==> config.mk <==
export PLATFORM = sky130hd
export DESIGN_NAME = mem_port_arbiter
export DESIGN_NICKNAME = d
export VERILOG_FILES = /design/src/rtl/mem_port_arbiter.sv
export SDC_FILE = /design/constraint.sdc
export NUM_CORES = 1
export LEC_CHECK = 0
export ABC_AREA = 1
export CAP_MARGIN = 20
export CORE_AREA = 8 8 125 127
export CTS_BUF_LIST = sky130_fd_sc_hd__clkbuf_8
export CTS_CLUSTER_DIAMETER = 150
export CTS_CLUSTER_SIZE = 24
export DETAILED_ROUTE_END_ITERATION = 7
export DIE_AREA = 0 0 133 135
export PLACE_DENSITY = 0.76
export SLEW_MARGIN = 20
export SYNTH_ARGS = -nofsm -noshare
export SYNTH_HDL_FRONTEND = slang
export SYNTH_SLANG_ARGS = --single-unit
==> constraint.sdc <==
create_clock -name clk -period 1.8 [get_ports clk]
set_clock_uncertainty 0.05 [all_clocks]
set_input_delay 0.18 -clock clk [delete_from_list [all_inputs] [get_ports clk]]
set_output_delay 0.18 -clock clk [all_outputs]
set_load 0.02 [all_outputs]
==> src/rtl/mem_port_arbiter.sv <==
// mem_port_arbiter: round-robin arbiter sharing one memory port among fetch, load/store and loader
module mem_port_arbiter #(
  parameter int N            = 32,
  parameter int ADDR_W       = 32,
  parameter int READ_LATENCY = 1
) (
  input  logic                clk,
  input  logic                rst,
  input  logic [2:0]          req_i,
  input  logic [2:0]          we_i,
  input  logic [3*ADDR_W-1:0] addr_i,
  input  logic [3*N-1:0]      wdata_i,
  output logic [2:0]          gnt_o,
  output logic [2:0]          err_o,
  output logic [2:0]          rvalid_o,
  output logic [N-1:0]        rdata_o,
  output logic                busy_o,
  output logic [ADDR_W-1:0]   mem_addr_o,
  output logic [N-1:0]        mem_wr_data_o,
  output logic                mem_wr_ena_o,
  input  logic [N-1:0]        mem_rd_data_i
);
  typedef enum logic {READY, WAIT} state_t;
  state_t                       state_q, state_d;
  logic [1:0]                   rr_ptr_q, rr_ptr_d, c0, c1, c2, sel;
  logic [2:0]                   cnt_q, cnt_d;
  logic [READ_LATENCY-1:0]      vld_q, vld_d;
  logic [READ_LATENCY-1:0][1:0] id_q, id_d;
  logic [ADDR_W-1:0]            a_sel;
  logic [N-1:0]                 w_sel;
  logic                         grant, aligned, rd_issue;
  always_comb begin
    c0 = rr_ptr_q;
    c1 = (rr_ptr_q == 2'd2) ? 2'd0 : rr_ptr_q + 2'd1;
    c2 = (rr_ptr_q == 2'd0) ? 2'd2 : rr_ptr_q - 2'd1;
    sel = req_i[c0] ? c0 : req_i[c1] ? c1 : c2;
    a_sel = addr_i[sel*ADDR_W +: ADDR_W];
    w_sel = wdata_i[sel*N +: N];
    grant = (state_q == READY) && (|req_i);
    aligned = (a_sel[1:0] == 2'b00);
    gnt_o = grant ? (3'b001 << sel) : 3'b000;
    err_o = aligned ? 3'b000 : gnt_o;
    mem_addr_o = grant ? a_sel : '0;
    mem_wr_data_o = grant ? w_sel : '0;
    mem_wr_ena_o = grant & we_i[sel] & aligned;
    rd_issue = grant & ~we_i[sel] & aligned;
    rr_ptr_d = grant ? ((sel == 2'd2) ? 2'd0 : sel + 2'd1) : rr_ptr_q;
    // Counter is loaded with READ_LATENCY-1 so READY is re-entered exactly at T+READ_LATENCY
    state_d = (state_q == WAIT) ? ((cnt_q == 3'd1) ? READY : WAIT)
                                : ((rd_issue && READ_LATENCY > 1) ? WAIT : READY);
    cnt_d = (state_q == WAIT) ? cnt_q - 3'd1 : 3'(READ_LATENCY - 1);
    vld_d[0] = rd_issue;
    id_d[0] = sel;
    for (int j = 1; j < READ_LATENCY; j++) begin
      vld_d[j] = vld_q[j-1];
      id_d[j] = id_q[j-1];
    end
    rvalid_o = vld_q[READ_LATENCY-1] ? (3'b001 << id_q[READ_LATENCY-1]) : 3'b000;
    rdata_o = mem_rd_data_i;
    busy_o = (state_q == WAIT);
  end
  always_ff @(posedge clk) begin
    if (rst) begin
      state_q <= READY;
      rr_ptr_q <= 2'd0;
      cnt_q <= 3'd0;
      vld_q <= '0;
      id_q <= '0;
    end else begin
      state_q <= state_d;
      rr_ptr_q <= rr_ptr_d;
      cnt_q <= cnt_d;
      vld_q <= vld_d;
      id_q <= id_d;
    end
  end
endmodule

==> notes.md, run 1 <==
Summary of the current implementation state.

- The iteration count recorded for the first detailed-route pass is 5.
- The max-cap violation count is 0, for reference.
- The script logs the mean routed wire length per placed instance as approximately 18 um.
- Recorded from the global router log, the overflow total was 0.
- The launch point of the critical path is c0[0], for reference.
- In the final layout, clock buffers and inverters account for 0.644% of the cell area.
- The proportion of synthesized flip-flops having asynchronous set or reset is 0%, for reference.
- The last timing report of the flow puts the setup violation total at 74.
- By count the netlist is led by sky130_fd_sc_hd__nand2_1 (162), sky130_fd_sc_hd__nand3_1 (140), sky130_fd_sc_hd__inv_1 (60).
- The data arrival time of the critical path is ~2300 ps, for reference.
- The transition time recorded at the tightest slew-check pin is 254 ps.
- The run finished, with violations left.
- The analysis reports a worst IR drop on VDD of about 2000 uV.
- The CTS tree is done, for reference.
- The prevailing post-synth register cell is sky130_fd_sc_hd__dfxtp_1, for reference.
- After layout, the buffer instance count without clock buffers stands at ~350.
- The final reports fail on negative setup slack.
- Setup slack on the critical path of the routed design comes to -681 ps.
- STA lists the maximum fanout along the critical path as 19.
- The most common cell in the netlist is sky130_fd_sc_hd__nand2_1, for reference.
- The startpoint of the most critical hold path is mem_rd_data_i[11], for reference.
- The detailed router placed between 4000 and 5000 vias in this run.
- The met1 usage is around 19%, for reference.
- In the final layout, the clock buffer count is 3.
-- run 1: cells by family (layout without fill, tap and decap cells) --
logic type / after synthesis / in the layout / synth area share [%]
and+or+nand+nor: 356 / 356 / 61.8
buffers and inverters: 132 / 420 / 26.0
AOI/OAI and AO/OA: 10 / 10 / 2.42
DFF: 9 / 9 / 6.69
adders and majority gates: 6 / 6 / 2.79
xor gates and xnor gates: 1 / 1 / 0.325
-- run 1: cells in the final DEF, fill, tap and decap left out, types with 2 or more instances in the layout --
cell type                         instances
sky130_fd_sc_hd__clkdlybuf4s50_1        203
sky130_fd_sc_hd__nand2_1                108
sky130_fd_sc_hd__nand3_1                 91
sky130_fd_sc_hd__buf_6                   57
sky130_fd_sc_hd__buf_4                   57
sky130_fd_sc_hd__nand2_2                 50
sky130_fd_sc_hd__inv_2                   44
sky130_fd_sc_hd__nand3_2                 42
sky130_fd_sc_hd__nand4_1                 26
sky130_fd_sc_hd__buf_12                  21
sky130_fd_sc_hd__inv_1                   16
sky130_fd_sc_hd__nand2_4                 12
sky130_fd_sc_hd__nor2_1                   9
sky130_fd_sc_hd__nand3_4                  8
sky130_fd_sc_hd__nor2_4                   7
sky130_fd_sc_hd__dfxtp_1                  7
sky130_fd_sc_hd__clkbuf_16                6
sky130_fd_sc_hd__a21oi_4                  4
sky130_fd_sc_hd__ha_4                     3
sky130_fd_sc_hd__clkbuf_8                 3
sky130_fd_sc_hd__buf_16                   3
sky130_fd_sc_hd__inv_4                    2
sky130_fd_sc_hd__clkinv_8                 2
sky130_fd_sc_hd__ha_1                     2
sky130_fd_sc_hd__dfxtp_4                  2
sky130_fd_sc_hd__buf_8                    2
-- run 1: where the power goes --
group	internal, mW	switching, mW
clock network	0.149	0.0884
logic	9.85	10.7
registers	0.260	0.0556
total	10.3	10.8
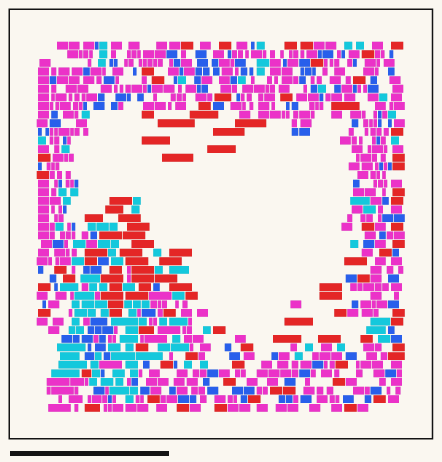
(run_1/sizing.png)
The bar under the picture is 50 um long.
blue -> x2  # cells 141
cyan -> x3 and x4  # cells 96
red -> x6 and larger  # cells 98
magenta -> x1 and smaller  # cells 467

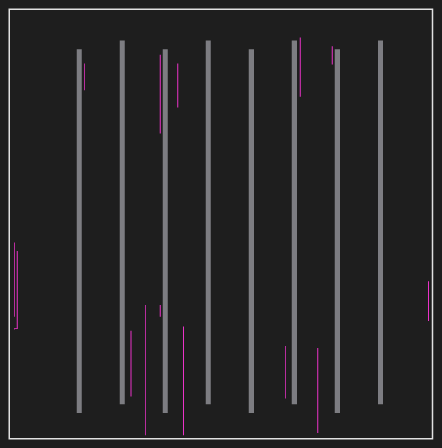
(run_1/m4.png)
Supply wires on this layer in grey.
longest straight run = 40.8 um
main direction = vertical
share of all routed wire = 1.5%
wire length on this layer = 272 um

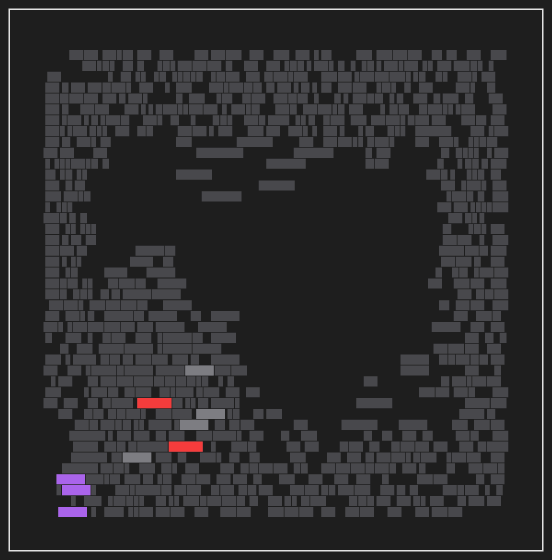
(run_1/ff_map.png)
Other sequential cells in the stronger grey, the rest of the logic in the fainter grey.
purple -> cnt_q  # placed flops 3
red -> c0  # placed flops 2
total sequential power: 316 uW
Core Util, Final: 51.4%
register cell area after layout: 188 um^2
sequential cell area share: 2.68%

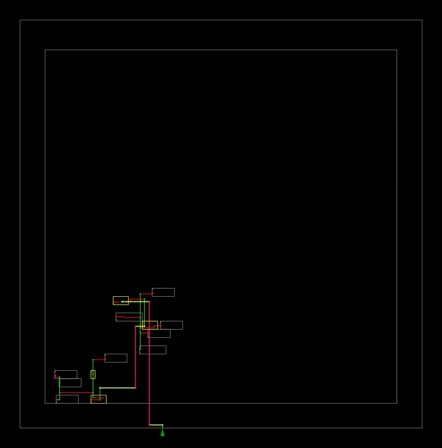
(run_1/clock_nets.png)
CTS Sinks: 9
power of the clock network: 238 uW
number of buffers added by the clock tree synthesis step: 3

==> run 2, diff against run 1 <==
REMOVE_ABC_BUFFERS = 1   (was unset)
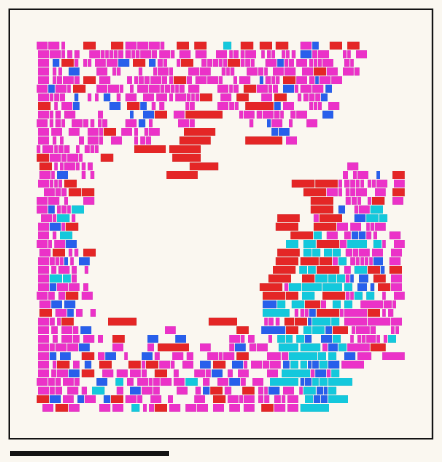
(run_2/sizing.png)
The bar under the picture is 50 um long.
cyan -> x3 and x4  # cells 70
blue -> x2  # cells 89
red -> x6 and larger  # cells 108
magenta -> x1 and smaller  # cells 524

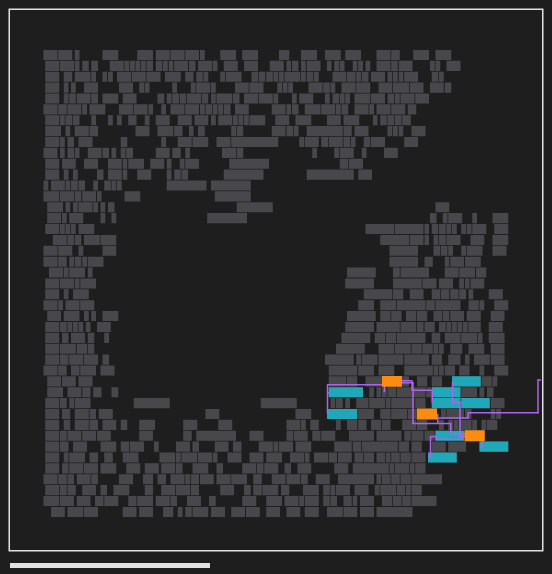
(run_2/clock_wires.png)
The bar under the picture is 50 um long.
orange -> clock-net drivers  # count 3
purple -> clock wires  # length 160 um
cyan -> flip-flops  # count 9
routed clock nets = 4
flops lie = bottom right
power of the clock network: 233 uW
clock insertion delay at the later pin of the skew report: 230 ps
proportion of power drawn by the clock network: 1.1%

==> notes.md, run 2 <==
Summary of the current implementation state.

- The clock buffer instance count of the final layout is 3 (unchanged).
- The post-synthesis adder-cell area fraction is 2.79% (unchanged), for reference.
- The repair_antennas step left the layout with diodes totalling 0.
- The footprint of the flip-flops and latches was 185 um^2 (-1.3%).
- The slew at the pin with the worst max-slew slack is 332 ps (+78.0 ps), for reference.
- According to the floorplan report, the die width is between 100 and 150 um.
- Summing every instance area after synthesis gives 2690 um^2.
- The peak supply drop came to 1390 uV (-30%).
- The fraction of area in clock buffers and inverters is 0.657% (+0.013 points).
- The met1 usage is 21.7% (+2.3 points), for reference.
- The timing report attributes the biggest portion of critical-path delay to buffers and inverters.
- The most common cell in the netlist is sky130_fd_sc_hd__nand2_1, for reference.
- The number of setup violations in the final report is 74 (unchanged).
- By instance count after routing, the leading logic cell type is sky130_fd_sc_hd__clkdlybuf4s50_1.
- The clock sink count is 9 (unchanged), for reference.
- The main combinational cell family by area after synthesis is simple AND/OR/NAND/NOR gates, for reference.
- The max-slew check reports its worst relative slack as ~78%.
- The number of flops mapped to enable cells by yosys is 0, for reference.
- The data arrival time of the critical path came to 2270 ps (+20 ps).
- The maximum fanout along the worst path is 5 (-14), for reference.
- The area fraction in and, or, nand and nor cells is 61.8% (unchanged), for reference.
- The number of clock buffers inserted by TritonCTS was 3 (unchanged).
- Ranked by instance count, the synthesized netlist is headed by sky130_fd_sc_hd__nand2_1 (162), sky130_fd_sc_hd__nand3_1 (140), sky130_fd_sc_hd__inv_1 (60).
- The global-route congestion overflow total is 0 (unchanged), for reference.
- The routed wire length per instance was 19.5 um (+8.0%).
- The total via count in the routed design is 4579 (-0.39%).
- According to the Yosys statistics, the synthesized design has a chip area of around 2700 um^2.
- The inverter count of the layout excluding clock inverters is around 65, for reference.
- The register with the most flip-flops in the layout has 3 of them.
- The launch point of the critical path is c0[0], for reference.
- The post-synthesis compound-gate area fraction came to 2.42% (unchanged).
- The proportion of synthesized flip-flops having asynchronous set or reset came to 0% (unchanged).
- The flow ran to the end, but the final reports show violations.
- The number of signal-net buffers in the layout is 340 (-3.1%), for reference.
- The total iterations of the first detailed-routing run was 8 (+3).
- The multiplexer fraction of the synthesized cell area is 0% (unchanged), for reference.
- The post-route worst setup slack is -703 ps (-21.9 ps), for reference.
- The share of the final layout cell area in sequential cells is 2.70% (+0.019 points), for reference.
- TritonCTS built the clock tree.
- Summed over all routing layers, the global router reports a total usage of between 15 and 20%.
- Per the cell usage report, the commonest logic cells after layout are sky130_fd_sc_hd__clkdlybuf4s50_1 (202), sky130_fd_sc_hd__nand2_1 (125), sky130_fd_sc_hd__nand3_1 (99), sky130_fd_sc_hd__buf_6 (69), sky130_fd_sc_hd__inv_1 (46).
- The max-cap violation count is 0 (unchanged), for reference.
- The xor and xnor area share after synthesis came to 0.325% (unchanged).
- The checks that failed: negative setup slack.
- Among all flip-flop cells after synthesis, the most frequent one is sky130_fd_sc_hd__dfxtp_1.
run 2: cell types whose count changed in the layout (fill, tap and decap cells not counted), moves of 2 or more:
cell / delta
sky130_fd_sc_hd__inv_2: -30
sky130_fd_sc_hd__buf_12: -3
sky130_fd_sc_hd__buf_16: +3
sky130_fd_sc_hd__nand3_4: -2
sky130_fd_sc_hd__nand3_1: +8
sky130_fd_sc_hd__inv_1: +30
sky130_fd_sc_hd__a21oi_2: +2
sky130_fd_sc_hd__buf_8: -2
sky130_fd_sc_hd__buf_4: -20
sky130_fd_sc_hd__nand3_2: -6
sky130_fd_sc_hd__nand2_2: -17
sky130_fd_sc_hd__nand2_1: +17
sky130_fd_sc_hd__buf_6: +12
sky130_fd_sc_hd__a21oi_4: -3
run 2: power by group:
| part | switching [mW] | total (mW) | internal [mW] |
|---|---|---|---|
| Clock | 0.0839 | 0.233 | 0.149 |
| Combinational | 10.2 | 19.7 | 9.51 |
| Sequential | 0.0423 | 0.299 | 0.257 |
run 2: worst min-delay path by stage:
stage	start	to	cells after the start
after detailed placement	mem_rd_data_i[12]	rdata_o[12]	0
after global placement	mem_rd_data_i[12]	rdata_o[12]	0
after floorplan	rst	c0[0]	1
final	mem_rd_data_i[12]	rdata_o[12]	0
after CTS	mem_rd_data_i[12]	rdata_o[12]	0
after global routing	mem_rd_data_i[24]	rdata_o[24]	0
run 2: stage by stage:
step	setup TNS, ps	utilization (%)	instance area [um^2]	std cells
after floorplan	-156880	-	2240	447
after global placement	-62380	41.4	5640	938
after detailed placement	-63830	41.4	5640	938
after CTS	-41820	47.0	6400	967
after global routing	-53390	50.3	6850	971
final	-45500	50.3	6850	971
run 2: kinds of logic after synthesis:
group	after synthesis
DFF	9
and+or+nand+nor	356
buffers and inverters	132
adders and majority gates	6
AOI/OAI and AO/OA	10
xor gates and xnor gates	1
No activity file was given, so power comes from the tool's default toggle rates.
